$ cat config.mk
export PLATFORM = sky130hd
export DESIGN_NAME = sensor_align
export DESIGN_NICKNAME = d
export VERILOG_FILES = /design/src/rtl/sensor_align_pkg.sv /design/src/rtl/sensor_align_fifo.sv /design/src/rtl/sensor_align.sv
export SDC_FILE = /design/constraint.sdc
export NUM_CORES = 1
export LEC_CHECK = 0
export ABC_CLOCK_PERIOD_IN_PS = 4100
export CELL_PAD_IN_SITES_DETAIL_PLACEMENT = 1
export CELL_PAD_IN_SITES_GLOBAL_PLACEMENT = 2
export CORE_MARGIN = 4
export CORE_UTILIZATION = 39
export DETAILED_ROUTE_END_ITERATION = 10
export GPL_ROUTABILITY_DRIVEN = 0
export GPL_TIMING_DRIVEN = 0
export PLACE_DENSITY_LB_ADDON = 0.3
export SETUP_SLACK_MARGIN = 0.5
export SLEW_MARGIN = 20
export SYNTH_ARGS = -nofsm -noshare
export SYNTH_HDL_FRONTEND = slang
export SYNTH_HIERARCHICAL = 1
export SYNTH_SLANG_ARGS = --single-unit
$ cat constraint.sdc
create_clock -name clk -period 4.1 [get_ports clk]
set_input_delay 0.41 -clock clk [delete_from_list [all_inputs] [get_ports clk]]
set_output_delay 0.41 -clock clk [all_outputs]
set_load 0.03 [all_outputs]
$ cat src/rtl/sensor_align_pkg.sv
`default_nettype none
// ============================================================================
// Module      : sensor_align_pkg
// Description : Shared fusion package. Holds the sample widths, the packed
//               {data, ts} sample type used by the aligner and the fusion
//               core, the output-slot state encoding and a saturating
//               increment helper for the optional drop statistics.
// Revision    : 1.0 - initial release
// ============================================================================
package sensor_align_pkg;

   localparam int c_FUSION_DATA_WIDTH = 16;
   localparam int c_FUSION_TS_WIDTH   = 16;
   localparam logic [15:0] c_STAT_MAX = 16'hFFFF;

   typedef struct packed {
      logic [c_FUSION_DATA_WIDTH-1:0] data;
      logic [c_FUSION_TS_WIDTH-1:0]   ts;
   } sample_t;

   typedef enum logic [0:0] {
      SLOT_EMPTY = 1'b0,
      SLOT_FULL  = 1'b1
   } slot_state_t;

   // Counter increment that sticks at all-ones instead of wrapping.
   function automatic logic [15:0] sat_inc(input logic [15:0] value);
      if (value == c_STAT_MAX) begin
         return value;
      end
      return value + 16'd1;
   endfunction

endpackage
`default_nettype wire

$ cat src/rtl/sensor_align_fifo.sv
`default_nettype none
// ============================================================================
// Module      : sensor_fifo
// Description : Synchronous single-clock FIFO, one per sensor. The head entry
//               is visible combinationally on o_head while o_empty is low.
//               Push and pop may occur in the same cycle.
// Ports       : clk, rst_n          - clock, async active-low reset
//               i_push, i_data      - write strobe and entry (ignored if full)
//               i_pop               - remove head (ignored if empty)
//               o_head              - current head entry
//               o_full, o_empty     - occupancy flags
// Revision    : 1.0 - initial release
// ============================================================================
module sensor_fifo #(
   parameter int WIDTH = 32,
   parameter int DEPTH = 4
) (
   input  logic             clk,
   input  logic             rst_n,
   input  logic             i_push,
   input  logic [WIDTH-1:0] i_data,
   input  logic             i_pop,
   output logic [WIDTH-1:0] o_head,
   output logic             o_full,
   output logic             o_empty
);

   localparam int c_AW = (DEPTH > 1) ? $clog2(DEPTH) : 1;

   logic [WIDTH-1:0] r_mem [DEPTH];
   logic [c_AW-1:0]  r_wr_ptr;
   logic [c_AW-1:0]  r_rd_ptr;
   logic [c_AW:0]    r_count;
   logic             w_push;
   logic             w_pop;

   assign w_push  = i_push && !o_full;
   assign w_pop   = i_pop && !o_empty;
   assign o_full  = (r_count == (c_AW+1)'(DEPTH));
   assign o_empty = (r_count == '0);
   assign o_head  = r_mem[r_rd_ptr];

   // Storage is not reset: the head is only consumed while o_empty is low.
   always_ff @(posedge clk) begin
      if (w_push) begin
         r_mem[r_wr_ptr] <= i_data;
      end
   end

   // Pointers wrap naturally because DEPTH is a power of two.
   always_ff @(posedge clk or negedge rst_n) begin
      if (!rst_n) begin
         r_wr_ptr <= '0;
         r_rd_ptr <= '0;
         r_count  <= '0;
      end else begin
         if (w_push) begin
            r_wr_ptr <= r_wr_ptr + c_AW'(1);
         end
         if (w_pop) begin
            r_rd_ptr <= r_rd_ptr + c_AW'(1);
         end
         case ({w_push, w_pop})
            2'b10:   r_count <= r_count + (c_AW+1)'(1);
            2'b01:   r_count <= r_count - (c_AW+1)'(1);
            default: r_count <= r_count;
         endcase
      end
   end

endmodule
`default_nettype wire

$ cat src/rtl/sensor_align.sv
`default_nettype none
// ============================================================================
// Module      : sensor_align
// Description : Pairs IMU and LiDAR samples whose timestamps lie within
//               MAX_SKEW of each other. Each sensor is buffered in its own
//               FIFO; per cycle the two heads are compared with wrap-safe
//               signed arithmetic and either paired into the one-entry output
//               slot or the older head is discarded.
// Ports       : clk, rst_n                          - clock, async low reset
//               imu_valid/ready/data/ts             - IMU sample input
//               lidar_valid/ready/data/ts           - LiDAR sample input
//               out_valid/ready/imu/lidar/ts        - paired output
//               drop_imu_cnt, drop_lidar_cnt        - (SENSOR_ALIGN_STATS_EN)
//                                                     saturating discard counts
// Config      : define SENSOR_ALIGN_STATS_EN to add the discard counters.
// Revision    : 1.0 - initial release
// ============================================================================
module sensor_align
   import sensor_align_pkg::*;
#(
   parameter int DATA_WIDTH = c_FUSION_DATA_WIDTH,
   parameter int TS_WIDTH   = c_FUSION_TS_WIDTH,
   parameter int FIFO_DEPTH = 4,
   parameter int MAX_SKEW   = 8
) (
   input  logic                  clk,
   input  logic                  rst_n,
   input  logic                  imu_valid,
   output logic                  imu_ready,
   input  logic [DATA_WIDTH-1:0] imu_data,
   input  logic [TS_WIDTH-1:0]   imu_ts,
   input  logic                  lidar_valid,
   output logic                  lidar_ready,
   input  logic [DATA_WIDTH-1:0] lidar_data,
   input  logic [TS_WIDTH-1:0]   lidar_ts,
   output logic                  out_valid,
   input  logic                  out_ready,
   output logic [DATA_WIDTH-1:0] out_imu,
   output logic [DATA_WIDTH-1:0] out_lidar,
   output logic [TS_WIDTH-1:0]   out_ts
`ifdef SENSOR_ALIGN_STATS_EN
   ,
   output logic [15:0]           drop_imu_cnt,
   output logic [15:0]           drop_lidar_cnt
`endif
);

   localparam logic signed [TS_WIDTH:0] c_SKEW_HI = (TS_WIDTH+1)'(MAX_SKEW);
   localparam logic signed [TS_WIDTH:0] c_SKEW_LO = -c_SKEW_HI;

   sample_t               w_imu_in;
   sample_t               w_lidar_in;
   sample_t               w_imu_head;
   sample_t               w_lidar_head;
   logic                  w_imu_full;
   logic                  w_imu_empty;
   logic                  w_lidar_full;
   logic                  w_lidar_empty;
   logic                  w_imu_pop;
   logic                  w_lidar_pop;
   logic [TS_WIDTH-1:0]   w_ts_diff;
   logic signed [TS_WIDTH:0] w_skew;
   logic                  w_drop_imu;
   logic                  w_drop_lidar;
   logic                  w_can_load;
   logic                  w_decide;
   logic                  w_load;
   logic [TS_WIDTH-1:0]   w_pair_ts;
   slot_state_t           r_state;
   slot_state_t           w_state_nxt;
   logic [DATA_WIDTH-1:0] r_out_imu;
   logic [DATA_WIDTH-1:0] r_out_lidar;
   logic [TS_WIDTH-1:0]   r_out_ts;

   assign w_imu_in   = '{data: imu_data,   ts: imu_ts};
   assign w_lidar_in = '{data: lidar_data, ts: lidar_ts};

   sensor_fifo #(
      .WIDTH ($bits(sample_t)),
      .DEPTH (FIFO_DEPTH)
   ) u_imu_fifo (
      .clk     (clk),
      .rst_n   (rst_n),
      .i_push  (imu_valid),
      .i_data  (w_imu_in),
      .i_pop   (w_imu_pop),
      .o_head  (w_imu_head),
      .o_full  (w_imu_full),
      .o_empty (w_imu_empty)
   );

   sensor_fifo #(
      .WIDTH ($bits(sample_t)),
      .DEPTH (FIFO_DEPTH)
   ) u_lidar_fifo (
      .clk     (clk),
      .rst_n   (rst_n),
      .i_push  (lidar_valid),
      .i_data  (w_lidar_in),
      .i_pop   (w_lidar_pop),
      .o_head  (w_lidar_head),
      .o_full  (w_lidar_full),
      .o_empty (w_lidar_empty)
   );

   assign imu_ready   = !w_imu_full;
   assign lidar_ready = !w_lidar_full;

   // Modular difference read as two's complement; sign-extending by one bit
   // lets the window test use ordinary signed compares without overflow.
   assign w_ts_diff    = w_imu_head.ts - w_lidar_head.ts;
   assign w_skew       = signed'({w_ts_diff[TS_WIDTH-1], w_ts_diff});
   assign w_drop_imu   = (w_skew < c_SKEW_LO);
   assign w_drop_lidar = (w_skew > c_SKEW_HI);

   assign w_can_load  = (r_state == SLOT_EMPTY) || out_ready;
   assign w_decide    = !w_imu_empty && !w_lidar_empty && w_can_load;
   assign w_load      = w_decide && !w_drop_imu && !w_drop_lidar;
   // A head is popped when it is paired or when it is the stale one.
   assign w_imu_pop   = w_decide && !w_drop_lidar;
   assign w_lidar_pop = w_decide && !w_drop_imu;
   // Negative skew means the LiDAR stamp is the later one.
   assign w_pair_ts   = w_skew[TS_WIDTH] ? w_lidar_head.ts : w_imu_head.ts;

   always_ff @(posedge clk or negedge rst_n) begin
      if (!rst_n) begin
         r_state <= SLOT_EMPTY;
      end else begin
         r_state <= w_state_nxt;
      end
   end

   always_comb begin
      w_state_nxt = r_state;
      case (r_state)
         SLOT_EMPTY: if (w_load) w_state_nxt = SLOT_FULL;
         SLOT_FULL:  if (out_ready && !w_load) w_state_nxt = SLOT_EMPTY;
         default:    w_state_nxt = SLOT_EMPTY;
      endcase
   end

   // Slot payload only changes on a load, so it holds under back-pressure.
   always_ff @(posedge clk or negedge rst_n) begin
      if (!rst_n) begin
         r_out_imu   <= '0;
         r_out_lidar <= '0;
         r_out_ts    <= '0;
      end else if (w_load) begin
         r_out_imu   <= w_imu_head.data;
         r_out_lidar <= w_lidar_head.data;
         r_out_ts    <= w_pair_ts;
      end
   end

   assign out_valid = (r_state == SLOT_FULL);
   assign out_imu   = r_out_imu;
   assign out_lidar = r_out_lidar;
   assign out_ts    = r_out_ts;

`ifdef SENSOR_ALIGN_STATS_EN
   logic [15:0] r_drop_imu_cnt;
   logic [15:0] r_drop_lidar_cnt;

   always_ff @(posedge clk or negedge rst_n) begin
      if (!rst_n) begin
         r_drop_imu_cnt   <= '0;
         r_drop_lidar_cnt <= '0;
      end else begin
         if (w_decide && w_drop_imu) begin
            r_drop_imu_cnt <= sat_inc(r_drop_imu_cnt);
         end
         if (w_decide && w_drop_lidar) begin
            r_drop_lidar_cnt <= sat_inc(r_drop_lidar_cnt);
         end
      end
   end

   assign drop_imu_cnt   = r_drop_imu_cnt;
   assign drop_lidar_cnt = r_drop_lidar_cnt;
`endif

endmodule
`default_nettype wire
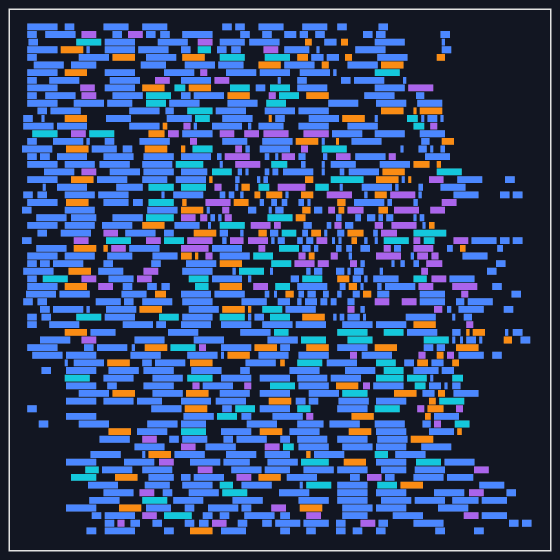
Figure 1: run 1, sizing map.
[x3 and x4] purple | cells: 117 | share: 12% | most used: mux2_4
[x2] orange | cells: 120 | share: 13% | most used: mux4_2
[x6 and larger] cyan | cells: 91 | share: 9.6% | most used: clkbuf_16
[x1 and smaller] blue | cells: 619 | share: 65% | most used: edfxtp_1
Final Cell Area: 0.0176 sq mm
setup slack of the critical path after layout: -0.504 ns
area growth from synthesis to layout: 33.1%
number of buffers other than clock buffers in the final layout: 208

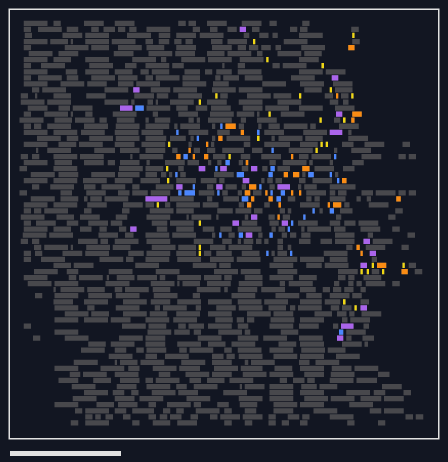
Figure 2: run 1, logic cells by family.
Scale bar: 50 um.
[nand cells] blue | cells: 37 | most used: nand2_1
[xor and xnor cells] purple | cells: 25 | most used: xnor2_1
[nor cells] orange | cells: 35 | most used: nor2_1
[inv cells] yellow | cells: 31 | most used: inv_1
fin cells: 1396
share of the final layout cell area in multi-input gates: 0.236
Top cell excl fill/tap: edfxtp_1

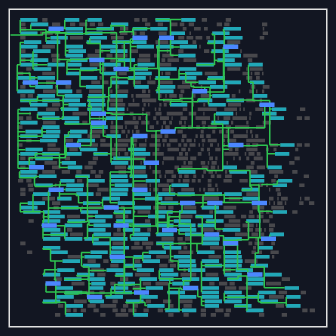
Figure 3: run 1, routed clock nets over the placement.
[clock-net drivers] blue | count: 36
[clock wires] green | length: 4010 um
[flip-flops] cyan | count: 319
routed clock nets: 37
flops lie: spread over the die
Final Skew: 0.0106 ns
proportion of power drawn by the clock network: 0.190
source-to-sink clock delay at the later pin of the worst-skew pair: 0.51 ns

==> CHANGELOG.md, run 1 <==
## Flow update

- Final tally of hold violations: 0
- Number of violations reported at the end of detailed-routing iteration 0: 429
- Number of cells after detailed placement: 1277
- DPL Wire Length: 20000 um
- Die area: 0.0370 sq mm
- Sequence of cells on the critical path: buf_8 -> buf_12 -> mux4_2 -> inv_2 -> ha_4 -> fa_2 -> nand2b_4 -> a211oi_4 -> o211ai_1 -> nand3_1 -> a31oi_1 -> xnor2_1 -> or4_4 -> a21oi_4 -> o31a_1 -> ha_4 -> inv_2 -> fa_2 -> xor2_1 -> nor2_1 -> xor2_1
- Violations in the final reports: setup timing
- Final min period: 4.60 ns
- GRT Total Usage: 0.170
- Result of the run: finished, violations left
- Synth flops: 319
- TritonCTS clock tree: built
- Post-synth cell types: 54
- Sequential group share of total power: 0.278
- Simple-gate area share of the yosys netlist: 0.0352
- Worst Hold Class: primary input to async pin
- Post-synthesis average cell area: 18.9 sq um
- Proportion of layout cells with a drive suffix above 1: 0.346
- Synth Instances: 701
- Dominant cell type by area after synthesis: edfxtp_1
- Largest fanout on the critical path: 8
- Leakage: 0.00638 uW
- Maximum clock frequency: 217 MHz
- Die Y-Extent: 192 um
- Synth warn: 6
- Clock buffer depth: 3
- Largest cells by area: edfxtp_1, dfrtp_1, mux4_2
- Maximum number of pins on one net before global-route repair: 35
- Number of standard-cell rows in the floorplan: 67
- Setup slack of the critical path after layout: -0.504 ns
- Post-detailed-route DRC marker count: 0
- Number of nets still failing antenna checks after routing: 0
- Vias in the first global route: 7748
- Actual transition at the worst max-transition pin: 0.608 ns
- Tool Warnings: 35
- Routed WL: 30600 um
- Die width: 192 um
- Worst rel slew slack: 0.594
- Dominant cell by count in the synthesized netlist: edfxtp_1
- Area fraction in compound gates after synthesis: 0.0311
- Post-synth mux share: 0.160
- Overall power after layout: 16400 uW
- Total setup violations reported at the end of the flow: 53
- Launch instance of the worst register-to-register path: u_imu_fifo/r_rd_ptr[0]$_DFFE_PN0P_
- CP Data Required Time: 4.53 ns
- Period utilization: 1.12
- Root buf cell: clkbuf_16
- Cells in synth_stat.txt: 701
- Timing startpoint of the critical path: u_imu_fifo/r_rd_ptr[0]$_DFFE_PN0P_
- Power share of the combinational group: 0.532
- Max Cap Violations: 0
- Total Nets Final: 1016
- Top comb family, area: multiplexers
- Synth top cells by count: edfxtp_1, dfrtp_1, mux4_2
- Clock-pin slew on the worst setup and hold paths: 0.06 ns
- Initial core utilization: 0.395
- Largest type area fraction: 0.580
- Parity-gate share of the synthesized area counting xor and xnor cells: 0.0165
- Int Power: 10400 uW
- Count of input and output buffers: 119
- GRT Residual Overflow: 0
- Power density of the placed cells: 931 mW/mm^2
- Most used cells in the layout excluding fill and tap cells: edfxtp_1, clkdlybuf4s50_1, dfrtp_1
- Syn nets: 798
-- run 1: worst max-delay path, delay by kind of cell, from the launching register on --
family	cells	cell delay (ns)
DFF	1	0.38
AOI/OAI and AO/OA	5	0.95
muxes	1	0.37
buffers and inverters	4	0.36
xor gates and xnor gates	3	0.47
and+or+nand+nor	4	0.98
adders and majority gates	4	0.99
-- run 1: state kept, by name, summed over array words and instances, names as in the netlist --
register and count:
out_imu 16, out_lidar 16, out_ts 16, out_valid 1
u_imu_fifo/r_count 3, u_imu_fifo/r_mem 128, u_imu_fifo/r_rd_ptr 2, u_imu_fifo/r_wr_ptr 2
u_lidar_fifo/r_count 3, u_lidar_fifo/r_mem 128, u_lidar_fifo/r_rd_ptr 2, u_lidar_fifo/r_wr_ptr 2
-- run 1: metal layers --
metal | share of wire | vias up | global-route usage | wire length [um]
li1 | - | 3187 | - | -
met2 | 0.50 | 120 | 0.279 | 15100
met1 | 0.44 | 3622 | 0.234 | 13400
met4 | 0.019 | 4 | 0.0384 | 572
met5 | 0.00072 | - | 0 | 22
met3 | 0.048 | 49 | 0.0391 | 1480
-- run 1: kinds of logic (layout without fill, tap and decap cells) --
| logic type | count (synthesis) | in the layout |
|---|---|---|
| xor gates and xnor gates | 25 | 25 |
| and+or+nand+nor | 88 | 88 |
| AOI/OAI and AO/OA | 63 | 63 |
| muxes | 119 | 119 |
| DFF | 319 | 319 |
| adders and majority gates | 28 | 28 |
| buffers and inverters | 59 | 305 |
| other | 0 | 1 |
-- run 1: worst paths after layout --
check / slack, ns / cells after the start / to
worst max-delay path: -0.50 / 21 / u_imu_fifo/r_count[2]$_DFFE_PN0P_
worst min-delay path: 0.39 / 2 / out_imu[15]$_DFFE_PN0P_
worst max register to register: -0.50 / 21 / u_imu_fifo/r_count[2]$_DFFE_PN0P_
worst min register to register: 0.51 / 1 / out_imu[5]$_DFFE_PN0P_
max in group asynchronous: 3.14 / 3 / u_lidar_fifo/r_wr_ptr[1]$_DFFE_PN0P_
min in group clk: 0.51 / 1 / out_imu[5]$_DFFE_PN0P_
-- run 1: area by class of cell --
type                            count  area (sq um)
Antenna cell                        1          2.50
Buffer                             28           370
Clock buffer                       55          1070
Clock inverter                     11          96.3
Fill cell                        3065         15900
Inverter                           31           116
Multi-Input combinational cell    323          4160
Sequential cell                   319          9260
Tap cell                          448           561
Timing Repair Buffer              180          1990
-- run 1: metrics by stage --
step	setup slack, ns	hold slack (ns)	setup TNS [ns]	area (sq um)
after floorplan	-0.204	0.114	-0.227	13600
after global placement	-1.03	0.495	-47.40	15300
after detailed placement	-1.13	0.403	-35.12	15500
after CTS	-0.462	0.390	-19.61	17400
after global routing	-0.703	0.411	-29.41	17600
final	-0.504	0.385	-20.89	17600
-- run 1: repair_timing --
action,in CTS,in global routing
setup buffers,35,11
gates cloned,5,0
pin swaps,24,20
gates resized,67,25
hold endpoints to repair,29,0
hold buffers,1,0
setup endpoints to repair,59,59
-- run 1: power groups by stage --
stage,Clock [uW],Sequential (uW),Combinational [uW]
after floorplan,0,4820,4750
after global placement,0,4630,6810
after detailed placement,0,4630,7040
after CTS,3230,4580,8210
after global routing,3390,4640,9470
final,3130,4560,8730
Figure 4. Congestion heat map (run 1).
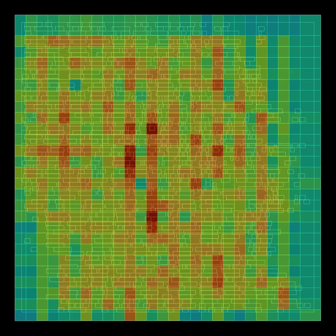

==> inputs of run 2 (changes only) <==
- ABC_CLOCK_PERIOD_IN_PS: 4100 -> 5900
- CELL_PAD_IN_SITES_DETAIL_PLACEMENT: 1 -> unset
- CELL_PAD_IN_SITES_GLOBAL_PLACEMENT: 2 -> unset
- CORE_UTILIZATION: 39 -> 45
- DONT_BUFFER_PORTS: unset -> 1
- clock period: 4.1 -> 5.9 ns (I/O delays scaled with it)
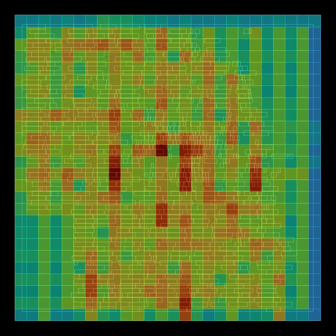
Figure 5: run 2, congestion heat map.
grt peak-use layer: met2
GRT Total Usage: 0.158
GR Util met1: 0.190
grt met3 use: 0.0608
Util after Layout: 0.525

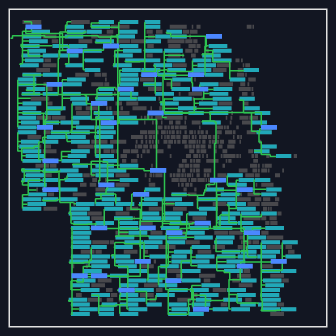
Figure 6: run 2, routed clock nets over the placement.
clock group power: 2130 uW
Final Skew: 0.0235 ns

==> CHANGELOG.md, run 2 <==
## Flow update

- Vias in the first global route: 6838
- Number of ports placed on the die boundary: 120
- Placed standard-cell area: 0.0139 sq mm
- Synth flops: 319
- Root buf cell: clkbuf_16
- Most used cells in the layout excluding fill and tap cells: edfxtp_1, dfrtp_1, mux4_2
- Tool Warnings: 32
- Summed instance area of the synthesized netlist: 0.0132 sq mm
- Post-detailed-route DRC marker count: 0
- Wire length of the first global-routing pass: 39800 um
- Actual transition at the worst max-transition pin: 0.618 ns
- Power density of the placed cells: 631 mW/mm^2
- Cells in synth_stat.txt: 701
- TritonCTS clock tree: built
- Maximum cell stage delay along the critical path: 0.60 ns
- Biggest regs: u_imu_fifo/r_mem (128), u_lidar_fifo/r_mem (128)
- Final tally of hold violations: 0
- Maximum number of pins on one net before global-route repair: 64
- Number of nets still failing antenna checks after routing: 0
- Sequence of cells on the critical path: buf_6 -> mux4_1 -> ha_1 -> fa_1 -> nand2b_1 -> a211oi_2 -> o21ai_1 -> xor2_1 -> and3_1 -> nand4b_1 -> or4_4 -> a21oi_1 -> o31a_1 -> ha_1 -> inv_1 -> fa_1 -> xor2_1 -> nor2_1 -> xor2_1
- Unrepaired setup endpoints after global routing: false
- Dominant cell type by area after synthesis: edfxtp_1
- Largest type area fraction: 0.580
- Post-synth cell types: 54
- Core footprint: 0.0289 sq mm
- Synth warn: 6
- GRT Residual Overflow: 0
- Max Cap Violations: 0
- Initial core utilization: 0.459
- Period utilization: 0.866
- Count of input and output buffers: 0
- Setup slack of the critical path after layout: 0.792 ns
- DPL Wire Length: 17500 um
- Number of antenna diodes: 0
- Die Y-Extent: 180 um
- Area reported by Yosys stat: 0.0132 sq mm
- Source-to-sink clock delay at the later pin of the worst-skew pair: 0.52 ns
- Post-route worst hold slack: 0.158 ns
- Final min period: 5.11 ns
- Top cell excl fill/tap: edfxtp_1
- Total Nets Final: 846
- Routed WL: 25500 um
- Final Cell Area: 0.0151 sq mm
- Synth top cells by count: edfxtp_1, dfrtp_1, mux4_2
- Total setup violations reported at the end of the flow: 0
- Overall power after layout: 9560 uW
- Dominant cell by count in the synthesized netlist: edfxtp_1
- Average wire length per cell after detail routing: 22.0 um
- Number of violations reported at the end of detailed-routing iteration 0: 493
- Leakage: 0.00552 uW
- Clock-pin slew on the worst setup and hold paths: 0.06 ns
- Tally of filler cells in the layout: 2264
- Post-synthesis average cell area: 18.9 sq um
- Pre-CTS setup slack: 0.269 ns
- Die width: 180 um
- Proportion of synthesized chip area in sequential cells: 0.699
- Die area: 0.0323 sq mm
- Result of the run: finished, final reports clean
- Setup TNS: 0 ns
- Number of antenna violations at the first check in global routing: 0
- Crit Path Category: flip-flop to flip-flop
- Maximum clock frequency: 196 MHz
- Syn nets: 798
- Area growth from synthesis to layout: 14.3%
- Proportion of layout cells with a drive suffix above 1: 0.275
- Routed vias/inst: 5.42
- Kind of start point of the critical path: flip-flop
- Clock buffer depth: 3
- Synth Instances: 701
- Worst Hold Class: primary input to flip-flop
- CP endpoint kind: flip-flop
- Largest fanout on the critical path: 7
- Worst rel slew slack: 0.588
- CP Data Required Time: 6.32 ns
- Num CTS Buffers: 34
- Number of standard-cell rows in the floorplan: 62
- Largest cells by area: edfxtp_1, dfrtp_1, mux4_2
==> run 2: cell counts after synthesis <==
No cell type changed its count.
==> run 2: repair_timing <==
action                     4_1_cts  5_1_grt
setup buffers                    1        1
hold endpoints to repair        63        0
pin swaps                        1        0
hold buffers                     2        0
gates resized                    1        6
setup endpoints to repair        2        4
==> run 2: kinds of logic after synthesis <==
kind of cell / after synthesis / share of synthesized area
flops: 319 / 0.699
mux: 119 / 0.160
simple gates: 88 / 0.0352
compound gates: 63 / 0.0311
buf+inv: 59 / 0.0297
fa+ha+maj: 28 / 0.0281
xor+xnor: 25 / 0.0165
==> run 2: per-stage QoR <==
step                std cells  utilization
CTS                      1158        0.524
detailed placement       1093        0.483
global placement         1085        0.476
global route             1159        0.525
floorplan                 701            -
finish                   1159        0.525
==> run 2: critical path: cells and delay by family, from the launching register on <==
kind            cells  cell delay [ns]
buf+inv             2             0.23
xor+xnor            3             0.56
flops               1             0.34
mux                 1             0.60
fa+ha+maj           4             1.26
compound gates      4             0.94
simple gates        5             1.08
==> run 2: metal layers <==
metal | global-route usage | wire [um]
met1 | 0.190 | 9790
met2 | 0.271 | 13000
met3 | 0.0608 | 2190
met4 | 0.0415 | 541
met5 | 0 | 0
==> run 2: worst paths after layout <==
kind,startpoint,endpoint,slack (ns),cells after the start
setup / recovery,u_lidar_fifo/r_rd_ptr[0]$_DFFE_PN0P_,u_imu_fifo/r_count[2]$_DFFE_PN0P_,0.79,19
hold / removal,lidar_data[5],u_lidar_fifo/r_mem[3][21]$_DFFE_PP_,0.16,0
setup reg to reg,u_lidar_fifo/r_rd_ptr[0]$_DFFE_PN0P_,u_imu_fifo/r_count[2]$_DFFE_PN0P_,0.79,19
hold reg to reg,u_lidar_fifo/r_count[2]$_DFFE_PN0P_,u_lidar_fifo/r_count[2]$_DFFE_PN0P_,0.52,1
max in group asynchronous,rst_n,out_imu[14]$_DFFE_PN0P_,4.90,2
min in group asynchronous,rst_n,out_imu[4]$_DFFE_PN0P_,0.65,2
==> run 2: layout make-up <==
type	instances	area [sq um]	area share
Clock buffer	43	915	0.0604
Buffer	28	283	0.0187
Sequential cell	319	9260	0.612
Clock inverter	19	233	0.0154
Multi-Input combinational cell	323	3610	0.239
Inverter	31	116	0.00768
Tap cell	384	480	0.0317
Timing Repair Buffer	12	243	0.0160
==> run 2: report_power, final <==
group / internal [uW] / switching, uW / leakage, uW
Sequential: 2990 / 384 / 0.00319
Clock: 1290 / 842 / 0.000565
Combinational: 1790 / 2270 / 0.00177
Total: 6060 / 3490 / 0.00552
Figure 7. Sizing map (run 2).
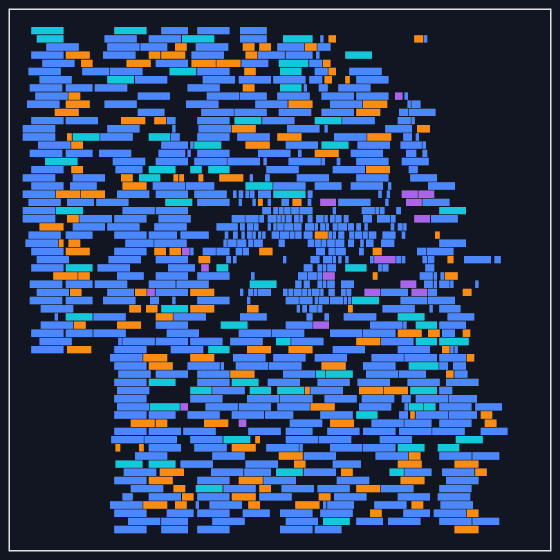

==> inputs of run 3 (changes only) <==
- CELL_PAD_IN_SITES_DETAIL_PLACEMENT: unset -> 1
- CELL_PAD_IN_SITES_GLOBAL_PLACEMENT: unset -> 2
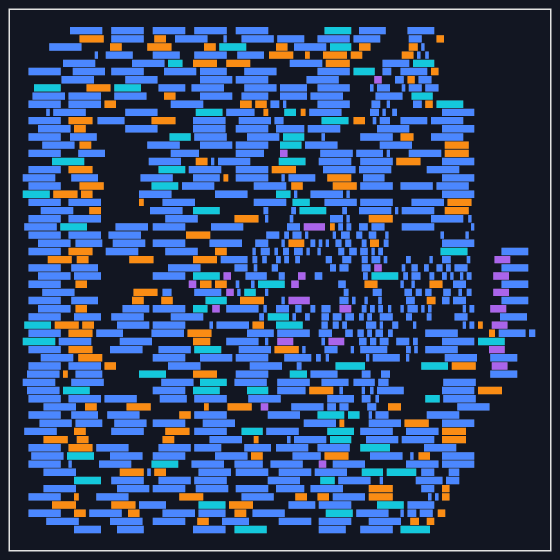
Figure 8: run 3, sizing map.
[x3 and x4] purple | cells: 23 | share: 3.0% | most used: mux2_4
[x6 and larger] cyan | cells: 65 | share: 8.4% | most used: clkbuf_16
[x1 and smaller] blue | cells: 558 | share: 72% | most used: edfxtp_1
[x2] orange | cells: 130 | share: 17% | most used: mux4_2

==> CHANGELOG.md, run 3 <==
## Flow update

- Result of the run: finished, final reports clean
- Average wire length per cell after detail routing: 23.8 um
- Top cell excl fill/tap: edfxtp_1
- CP endpoint kind: flip-flop
- Largest fanout on the critical path: 7
- Die width: 180 um
- DPL Wire Length: 18800 um
- Synth warn: 6
- Worst rel slew slack: 0.618
- Post-detailed-route DRC marker count: 0
- Synth flops: 319
- Number of ports placed on the die boundary: 120
- Util after Layout: 0.526
- Die area: 0.0323 sq mm
- Max Cap Violations: 0
- Count of input and output buffers: 0
- Post-synthesis average cell area: 18.9 sq um
- GRT Total Usage: 0.171
- Largest cells by area: edfxtp_1, dfrtp_1, mux4_2
- Tool Warnings: 32
- GRT Residual Overflow: 0
- Synth top cells by count: edfxtp_1, dfrtp_1, mux4_2
- Final tally of hold violations: 0
- Initial core utilization: 0.459
- Final Skew: 0.0207 ns
- Proportion of layout cells with a drive suffix above 1: 0.281
- Final min period: 5.14 ns
- Dominant cell type by area after synthesis: edfxtp_1
- Post-synth cell types: 54
- Leakage: 0.00553 uW
- Source-to-sink clock delay at the later pin of the worst-skew pair: 0.51 ns
- Area growth from synthesis to layout: 14.5%
- Total Nets Final: 847
- Area reported by Yosys stat: 0.0132 sq mm
- CP Data Required Time: 6.32 ns
- Summed instance area of the synthesized netlist: 0.0132 sq mm
- Biggest regs: u_imu_fifo/r_mem (128), u_lidar_fifo/r_mem (128)
- Routed vias/inst: 5.49
- TritonCTS clock tree: built
- Clock buffer depth: 3
- Proportion of synthesized chip area in sequential cells: 0.699
- Period utilization: 0.871
- Vias in the first global route: 7217
- Largest type area fraction: 0.580
- Most used cells in the layout excluding fill and tap cells: edfxtp_1, dfrtp_1, mux4_2
- Routed WL: 27700 um
- Total setup violations reported at the end of the flow: 0
- Worst Hold Class: primary input to flip-flop
- Placed standard-cell area: 0.0139 sq mm
- Final Cell Area: 0.0152 sq mm
- Crit Path Category: flip-flop to flip-flop
- Cells in synth_stat.txt: 701
- Setup TNS: 0 ns
- Clock-pin slew on the worst setup and hold paths: 0.06 ns
- Number of antenna violations at the first check in global routing: 0
- Unrepaired setup endpoints after global routing: false
- Number of standard-cell rows in the floorplan: 62
- Synth Instances: 701
- Wire length of the first global-routing pass: 43000 um
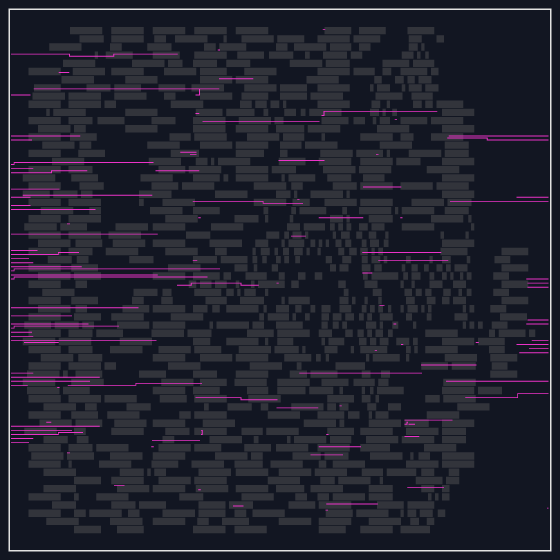
Figure 9: run 3, met3 routing.
Cells faint in the background.
nets with wire on the layer: 78
longest straight run: 68.3 um
share of all routed wire: 6.4%

-- run 3: cell counts after synthesis --
Identical to the previous run, type by type.
-- run 3: path summary, 6_finish.rpt --
path / startpoint / to / slack, ns / depth (start not counted)
min in group asynchronous: rst_n / out_ts[4]$_DFFE_PN0P_ / 0.74 / 2
max reg2reg: u_lidar_fifo/r_rd_ptr[0]$_DFFE_PN0P_ / u_imu_fifo/r_count[2]$_DFFE_PN0P_ / 0.76 / 19
min: lidar_data[12] / u_lidar_fifo/r_mem[1][28]$_DFFE_PP_ / 0.17 / 0
max: u_lidar_fifo/r_rd_ptr[0]$_DFFE_PN0P_ / u_imu_fifo/r_count[2]$_DFFE_PN0P_ / 0.76 / 19
min reg2reg: u_imu_fifo/r_count[2]$_DFFE_PN0P_ / u_imu_fifo/r_count[2]$_DFFE_PN0P_ / 0.54 / 1
max in group asynchronous: rst_n / out_lidar[13]$_DFFE_PN0P_ / 4.86 / 2
-- run 3: what timing repair did --
action	in CTS	in global routing
endpoints found under the hold margin	63	0
gates resized	4	11
hold buffers	2	0
setup buffers	0	3
setup endpoints to repair	3	3
pin swaps	0	1
-- run 3: layout make-up --
cell class	instances	area [sq um]
Buffer	28	292
Clock buffer	48	975
Clock inverter	14	168
Fill cell	2626	13700
Inverter	31	116
Multi-Input combinational cell	323	3630
Sequential cell	319	9260
Tap cell	384	480
Timing Repair Buffer	13	243
-- run 3: per-layer routing --
metal,vias to the layer above,share of wire,global-route usage
met5,-,0,0
met4,0,0.020,0.0454
met3,42,0.064,0.0511
met2,145,0.52,0.299
met1,3347,0.40,0.210
li1,2840,-,-
-- run 3: cell families after synthesis --
| kind of cell | after synthesis | synth area share |
|---|---|---|
| DFF | 319 | 0.699 |
| muxes | 119 | 0.160 |
| and+or+nand+nor | 88 | 0.0352 |
| AOI/OAI and AO/OA | 63 | 0.0311 |
| buffers and inverters | 59 | 0.0297 |
| adders and majority gates | 28 | 0.0281 |
| xor gates and xnor gates | 25 | 0.0165 |
-- run 3: through the flow --
| step | hold slack (ns) | std cells | setup slack (ns) |
|---|---|---|---|
| 2_1_floorplan | 0.294 | 701 | 1.37 |
| 3_5_place_dp | 0.298 | 1093 | 0.187 |
| 6_report | 0.169 | 1160 | 0.764 |
| 3_3_place_gp | 0.297 | 1085 | 0.427 |
| 4_1_cts | 0.147 | 1157 | 0.535 |
| 5_1_grt | 0.139 | 1160 | 0.499 |
-- run 3: where the power goes --
part / total (uW) / switching, uW / leakage, uW / internal (uW)
combinational: 4190 / 2350 / 0.00177 / 1840
clock: 2120 / 833 / 0.000560 / 1290
sequential: 3380 / 397 / 0.00319 / 2990
total: 9700 / 3580 / 0.00553 / 6120
-- run 3: worst max-delay path: stages (launching register included) --
cell and delay (ns):
dfrtp_1 0.35, buf_6 0.17, mux4_1 0.64, ha_1 0.26, fa_1 0.41, nand2b_1 0.22
a211oi_4 0.29, o211ai_1 0.21, nand3_1 0.13, a31oi_1 0.11, xnor2_1 0.15, or4_4 0.55
a21oi_1 0.21, o31a_1 0.25, ha_1 0.21, inv_1 0.06, fa_1 0.38, xor2_1 0.15
nor2_1 0.14, xor2_1 0.16
Power and IR drop assume default switching activity.
